`src/rtl/spart_rx.sv`:
```
// rtl/spart_rx.sv - SPART receiver: 16x oversampled 8N1 deframer with rda/framing/overrun flags
module spart_rx #(
    parameter int DATA_BITS  = 8,
    parameter int OVERSAMPLE = 16
) (
    input  logic                 clk,
    input  logic                 rst,
    input  logic                 rxd,
    input  logic [15:0]          divisor,
    input  logic                 clr_rda,
    output logic [DATA_BITS-1:0] rx_data,
    output logic                 rda,
    output logic                 framing_err,
    output logic                 overrun,
    output logic                 rx_busy
);

    localparam int SW = $clog2(OVERSAMPLE);
    localparam int BW = $clog2(DATA_BITS + 1);
    localparam logic [SW-1:0] HALF_M1  = SW'(OVERSAMPLE / 2 - 1);
    localparam logic [SW-1:0] FULL_M1  = SW'(OVERSAMPLE - 1);
    localparam logic [BW-1:0] LAST_BIT = BW'(DATA_BITS - 1);

    typedef enum logic [2:0] {
        ST_IDLE,
        ST_START,
        ST_DATA,
        ST_STOP,
        ST_BREAK
    } state_t;

    state_t               state, state_d;
    logic                 rx_meta, rxs;
    logic [15:0]          cnt;
    logic                 tick;
    logic [SW-1:0]        scnt, scnt_d;
    logic [BW-1:0]        bcnt, bcnt_d;
    logic [DATA_BITS-1:0] shreg, shreg_d;
    logic                 complete;

    // rxd is asynchronous; nothing downstream may look at it before the second flop
    always_ff @(posedge clk or posedge rst) begin
        if (rst) begin
            rx_meta <= 1'b1;
            rxs     <= 1'b1;
        end else begin
            rx_meta <= rxd;
            rxs     <= rx_meta;
        end
    end

    assign tick = (cnt == 16'd0);

    always_ff @(posedge clk or posedge rst) begin
        if (rst)
            cnt <= 16'd0;
        else if (tick)
            cnt <= divisor;
        else
            cnt <= cnt - 16'd1;
    end

    always_comb begin
        state_d  = state;
        scnt_d   = scnt;
        bcnt_d   = bcnt;
        shreg_d  = shreg;
        complete = 1'b0;
        if (tick) begin
            case (state)
                ST_IDLE: begin
                    if (!rxs) begin
                        state_d = ST_START;
                        scnt_d  = '0;
                    end
                end
                ST_START: begin
                    if (scnt == HALF_M1) begin
                        if (!rxs) begin
                            state_d = ST_DATA;
                            scnt_d  = '0;
                            bcnt_d  = '0;
                        end else begin
                            state_d = ST_IDLE;
                        end
                    end else begin
                        scnt_d = scnt + 1'b1;
                    end
                end
                ST_DATA: begin
                    if (scnt == FULL_M1) begin
                        shreg_d = {rxs, shreg[DATA_BITS-1:1]};
                        scnt_d  = '0;
                        bcnt_d  = bcnt + 1'b1;
                        if (bcnt == LAST_BIT)
                            state_d = ST_STOP;
                    end else begin
                        scnt_d = scnt + 1'b1;
                    end
                end
                ST_STOP: begin
                    // Leaving at mid-stop-bit lets an immediately following start bit be caught
                    if (scnt == FULL_M1) begin
                        complete = 1'b1;
                        scnt_d   = '0;
                        state_d  = rxs ? ST_IDLE : ST_BREAK;
                    end else begin
                        scnt_d = scnt + 1'b1;
                    end
                end
                ST_BREAK: begin
                    if (rxs)
                        state_d = ST_IDLE;
                end
                default: state_d = ST_IDLE;
            endcase
        end
    end

    always_ff @(posedge clk or posedge rst) begin
        if (rst) begin
            state   <= ST_IDLE;
            scnt    <= '0;
            bcnt    <= '0;
            shreg   <= '0;
            rx_busy <= 1'b0;
        end else begin
            state   <= state_d;
            scnt    <= scnt_d;
            bcnt    <= bcnt_d;
            shreg   <= shreg_d;
            rx_busy <= (state_d != ST_IDLE);
        end
    end

    // A completion on the same edge as clr_rda takes priority over the clear
    always_ff @(posedge clk or posedge rst) begin
        if (rst) begin
            rx_data     <= '0;
            rda         <= 1'b0;
            framing_err <= 1'b0;
            overrun     <= 1'b0;
        end else if (complete) begin
            rx_data     <= shreg;
            rda         <= 1'b1;
            framing_err <= ~rxs;
            overrun     <= rda & ~clr_rda;
        end else if (clr_rda) begin
            rda         <= 1'b0;
            framing_err <= 1'b0;
            overrun     <= 1'b0;
        end
    end

endmodule
```
`config.mk`:
```
export PLATFORM = sky130hd
export DESIGN_NAME = spart_rx
export DESIGN_NICKNAME = d
export VERILOG_FILES = /design/src/rtl/spart_rx.sv
export SDC_FILE = /design/constraint.sdc
export NUM_CORES = 1
export LEC_CHECK = 0
export CAP_MARGIN = 15
export CORE_MARGIN = 4
export CORE_UTILIZATION = 30
export CTS_BUF_LIST = sky130_fd_sc_hd__clkbuf_4
export DETAILED_ROUTE_END_ITERATION = 12
export PLACE_DENSITY_LB_ADDON = 0.3
export SLEW_MARGIN = 5
export SYNTH_ARGS = -nofsm -noshare
export SYNTH_HDL_FRONTEND = slang
export SYNTH_SLANG_ARGS = --single-unit
```
`constraint.sdc`:
```
create_clock -name clk -period 4.05 [get_ports clk]
set_input_delay 0.6075 -clock clk [delete_from_list [all_inputs] [get_ports clk]]
set_output_delay 0.6075 -clock clk [all_outputs]
set_load 0.1 [all_outputs]
```
**Clock routing**

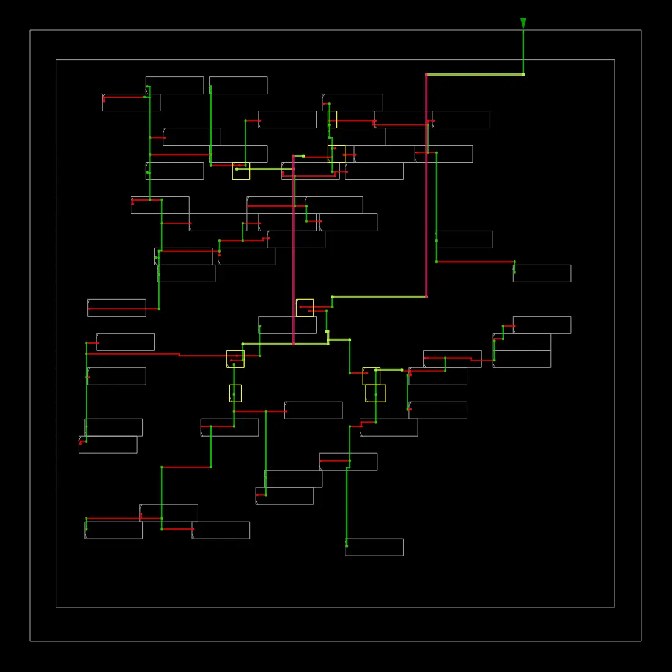
Clock Power: 0.223 mW
later-pin clock latency in the skew report: 370 ps
Post-Route Skew: 16.83 ps

==> impl_metrics.xml <==
<?xml version="1.0" encoding="UTF-8"?>
<metrics>
  <group name="run_status">
    <metric name="outcome" unit="">complete, no violations</metric>
  </group>
  <group name="timing">
    <metric name="slew_viol_final" unit="">0</metric>
    <metric name="timing_hold_violations_final" unit="">0</metric>
    <metric name="setup_total_negative_slack" unit="ps">0</metric>
    <metric name="finalSetupViolCount" unit="">0</metric>
    <metric name="max_slew_margin" unit="%">35.17</metric>
    <metric name="setup_repair_after_global_routing_missed_its_margin" unit="">false</metric>
    <metric name="max_slew.worst_pin.slew" unit="ps">969.3</metric>
    <metric name="setup_ws" unit="ps">1545</metric>
    <metric name="max_freq" unit="GHz">0.3991</metric>
  </group>
  <group name="yosys">
    <metric name="yosysWarningCount" unit="">0</metric>
    <metric name="number_of_storage_elements_in_the_synthesis_netlist" unit="">49</metric>
    <metric name="post_synth_num_cell_types" unit="">43</metric>
    <metric name="ys_top_cells_by_area" unit="">sky130_fd_sc_hd__dfrtp_1 49%, sky130_fd_sc_hd__mux2_2 5.2%, sky130_fd_sc_hd__nor2_1 4.2%</metric>
    <metric name="post_synthesis_instance_area" unit="mm2">0.002387</metric>
    <metric name="synth_top_flop_cell" unit="">sky130_fd_sc_hd__dfrtp_1</metric>
    <metric name="top_area_cell" unit="">sky130_fd_sc_hd__dfrtp_1</metric>
    <metric name="syn-instance-count" unit="">229</metric>
    <metric name="postSynth.asyncResetShare" unit="%">100.0</metric>
    <metric name="post_synthesis_cell_type_with_the_largest_instance_count" unit="">sky130_fd_sc_hd__dfrtp_1</metric>
    <metric name="synth_seq_share" unit="%">51.47</metric>
    <metric name="mappedNetlistNets" unit="">253</metric>
    <metric name="synthTopCellsByCount" unit="">47 x sky130_fd_sc_hd__dfrtp_1, 27 x sky130_fd_sc_hd__nor2_1, 20 x sky130_fd_sc_hd__a21oi_1</metric>
    <metric name="ys_cells" unit="">229</metric>
    <metric name="number_of_synthesized_flops_with_an_enable_pin" unit="">0</metric>
    <metric name="post-synth-top-area-fraction" unit="%">49.27</metric>
  </group>
  <group name="power">
    <metric name="power_density" unit="mW/mm2">357.6</metric>
    <metric name="power.share.switching" unit="%">30.57</metric>
    <metric name="share_seq_of_total_power" unit="%">60.7</metric>
    <metric name="ir_drop_worst_case_vdd" unit="mV">0.1962</metric>
    <metric name="p_leak" unit="nW">1.212</metric>
    <metric name="p_switching" unit="mW">0.3132</metric>
    <metric name="p_comb_share" unit="%">17.5</metric>
    <metric name="internal_cell_power" unit="mW">0.7114</metric>
  </group>
  <group name="finish">
    <metric name="largestClassByArea" unit="">sequential cells</metric>
    <metric name="seq_share" unit="%">42.88</metric>
    <metric name="final-seq-area" unit="mm2">0.001229</metric>
    <metric name="logic_gates" unit="">163</metric>
    <metric name="combGateArea" unit="mm2">0.001086</metric>
    <metric name="fill_cells" unit="">778</metric>
    <metric name="layout_cells_sized_above_1" unit="%">11.49</metric>
    <metric name="area.share.combinational" unit="%">37.90</metric>
    <metric name="non_clock_buffer_count_in_the_final_layout" unit="">33</metric>
    <metric name="inverters" unit="">8</metric>
    <metric name="signal_buffer_area_fraction" unit="%">11.79</metric>
    <metric name="most_instantiated_logic_cells_after_routing" unit="">47 x sky130_fd_sc_hd__dfrtp_1, 31 x sky130_fd_sc_hd__clkdlybuf4s50_1, 27 x sky130_fd_sc_hd__nor2_1</metric>
    <metric name="insertedDiodeCount" unit="">0</metric>
    <metric name="n_sequential_cell" unit="">49</metric>
  </group>
  <group name="worst_setup_path">
    <metric name="critical_path_required" unit="ps">3440</metric>
    <metric name="critPathLaunch" unit="">rda</metric>
    <metric name="timing.critical_path.cells" unit="">clkdlybuf4s50_1</metric>
    <metric name="critical_path.reg2reg.startpoint" unit="">cnt[0]</metric>
    <metric name="worstRegToRegCells" unit="">8</metric>
    <metric name="critical_path.slowest_cell" unit="">sky130_fd_sc_hd__clkdlybuf4s50_1</metric>
    <metric name="crit_arrival" unit="ps">1900</metric>
    <metric name="cp_max_fo" unit="">3</metric>
    <metric name="rrSetupSlack" unit="ps">1700</metric>
    <metric name="stages_on_the_worst_setup_path" unit="">1</metric>
    <metric name="cp_slowest_stage_delay" unit="ps">1140</metric>
    <metric name="end_kind" unit="">output pin</metric>
    <metric name="crit_path_end" unit="">rda</metric>
    <metric name="worst-setup-path-type" unit="">reg -&gt; out</metric>
  </group>
  <group name="route">
    <metric name="detail_route.iter0.violations" unit="">78</metric>
    <metric name="via_per_inst" unit="">4.843</metric>
    <metric name="drt.antenna.violating_nets" unit="">0</metric>
    <metric name="detailed_route_drc_error_count" unit="">0</metric>
    <metric name="dr.pass1.iters" unit="">4</metric>
  </group>
  <group name="min_path">
    <metric name="worst_min_delay_path_endpoint" unit="">rxs</metric>
    <metric name="min_from" unit="">rx_meta</metric>
    <metric name="type_of_the_worst_min_delay_path" unit="">reg -&gt; reg</metric>
  </group>
  <group name="die">
    <metric name="well_tap_count" unit="">102</metric>
    <metric name="fraction_of_the_core_area_occupied_by_cells_at_floorplan" unit="%">30.89</metric>
    <metric name="core_area" unit="mm2">0.007727</metric>
    <metric name="floorplan.die.height" unit="um">97.21</metric>
    <metric name="num_rows" unit="">32</metric>
    <metric name="die-width" unit="um">97.21</metric>
  </group>
  <group name="clock_network">
    <metric name="cell_at_the_root_of_the_clock_tree" unit="">sky130_fd_sc_hd__clkbuf_4</metric>
    <metric name="postCtsResizedCells" unit="">0</metric>
    <metric name="cts.reportedPaths.clkPinSlew" unit="ps">140</metric>
    <metric name="post-cts-setup-buffers" unit="">0</metric>
    <metric name="cts_sinks" unit="">49</metric>
    <metric name="htree_num_levels" unit="">2</metric>
  </group>
  <group name="placement">
    <metric name="gp_congestion" unit="">0.7805</metric>
    <metric name="placement.setup.worst_slack" unit="ps">1778</metric>
    <metric name="port-buffer-count" unit="">31</metric>
    <metric name="dpl.hpwl" unit="um">3275</metric>
  </group>
  <group name="global_routing">
    <metric name="grt_antenna_before_repair" unit="">0</metric>
    <metric name="grt_pass1_wl" unit="um">8073</metric>
    <metric name="grt_max_degree" unit="">50</metric>
  </group>
  <group name="run">
    <metric name="warnings" unit="">27</metric>
    <metric name="max_cap_violations" unit="">0</metric>
  </group>
</metrics>
**Routed metal per tile**

19 x 19 tiles, from dark blue (low) to red (high), scaled to the fullest tile. Values are wire area over tile area, all layers added.
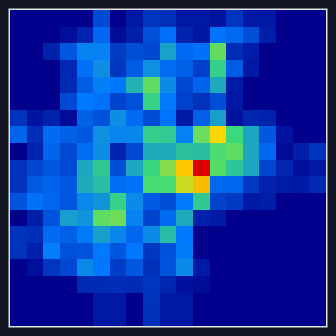
The densest ninth of the die: centre. 4.4% of the tiles are over half the peak. 34% of the tiles are nearly empty. The mean over all tiles is 0.075.
DRT Wirelength: 4516 um
Total Routing Usage GR: 10.17%
mean routed wirelength per cell: 12.44 um

-- layer usage --
layer / wire length (um) / GRT usage, % / vias to the layer above / part of all wire [%]
met5: 0 / 0 / - / 0
met1: 2117 / 13.10 / 853 / 47
met3: 181 / 2.513 / 5 / 4.0
li1: - / - / 864 / -
met2: 2152 / 16.51 / 36 / 48
met4: 65 / 3.780 / 0 / 1.4
-- metrics by stage --
step | util [%] | instances | instance area [um2] | hold slack, ps | total power [mW]
3_5_place_dp | 36.11 | 354 | 2790 | 352.3 | 0.8133
2_1_floorplan | - | 229 | 2387 | 345.2 | 0.7541
5_1_grt | 37.08 | 363 | 2865 | 378.4 | 1.090
6_report | 37.08 | 363 | 2865 | 368.7 | 1.025
4_1_cts | 36.82 | 362 | 2845 | 371.7 | 1.038
3_3_place_gp | 36.11 | 354 | 2790 | 352.7 | 0.8104
-- cell families after synthesis --
| family | Yosys count | share of synthesized area [%] |
|---|---|---|
| AOI/OAI and AO/OA | 40 | 9.539 |
| xor gates and xnor gates | 14 | 5.136 |
| adders and majority gates | 4 | 2.097 |
| buffers and inverters | 17 | 3.040 |
| DFF | 49 | 51.47 |
| muxes | 20 | 9.277 |
| and+or+nand+nor | 85 | 19.44 |
-- sequential cells by signal, summed over array words and instances, names as in the netlist, 3 cells and up --
signal / flops
rx_data: 8
state: 3
cnt: 16
scnt: 4
bcnt: 4
shreg: 8
-- power by group through the flow --
stage / Sequential, mW / Clock, mW / Combinational (mW)
2_1_floorplan: 0.618 / 0 / 0.136
3_3_place_gp: 0.632 / 0 / 0.178
3_5_place_dp: 0.633 / 0 / 0.181
4_1_cts: 0.624 / 0.234 / 0.181
5_1_grt: 0.631 / 0.252 / 0.207
6_report: 0.622 / 0.223 / 0.180
No activity file was given, so power comes from the tool's default toggle rates.
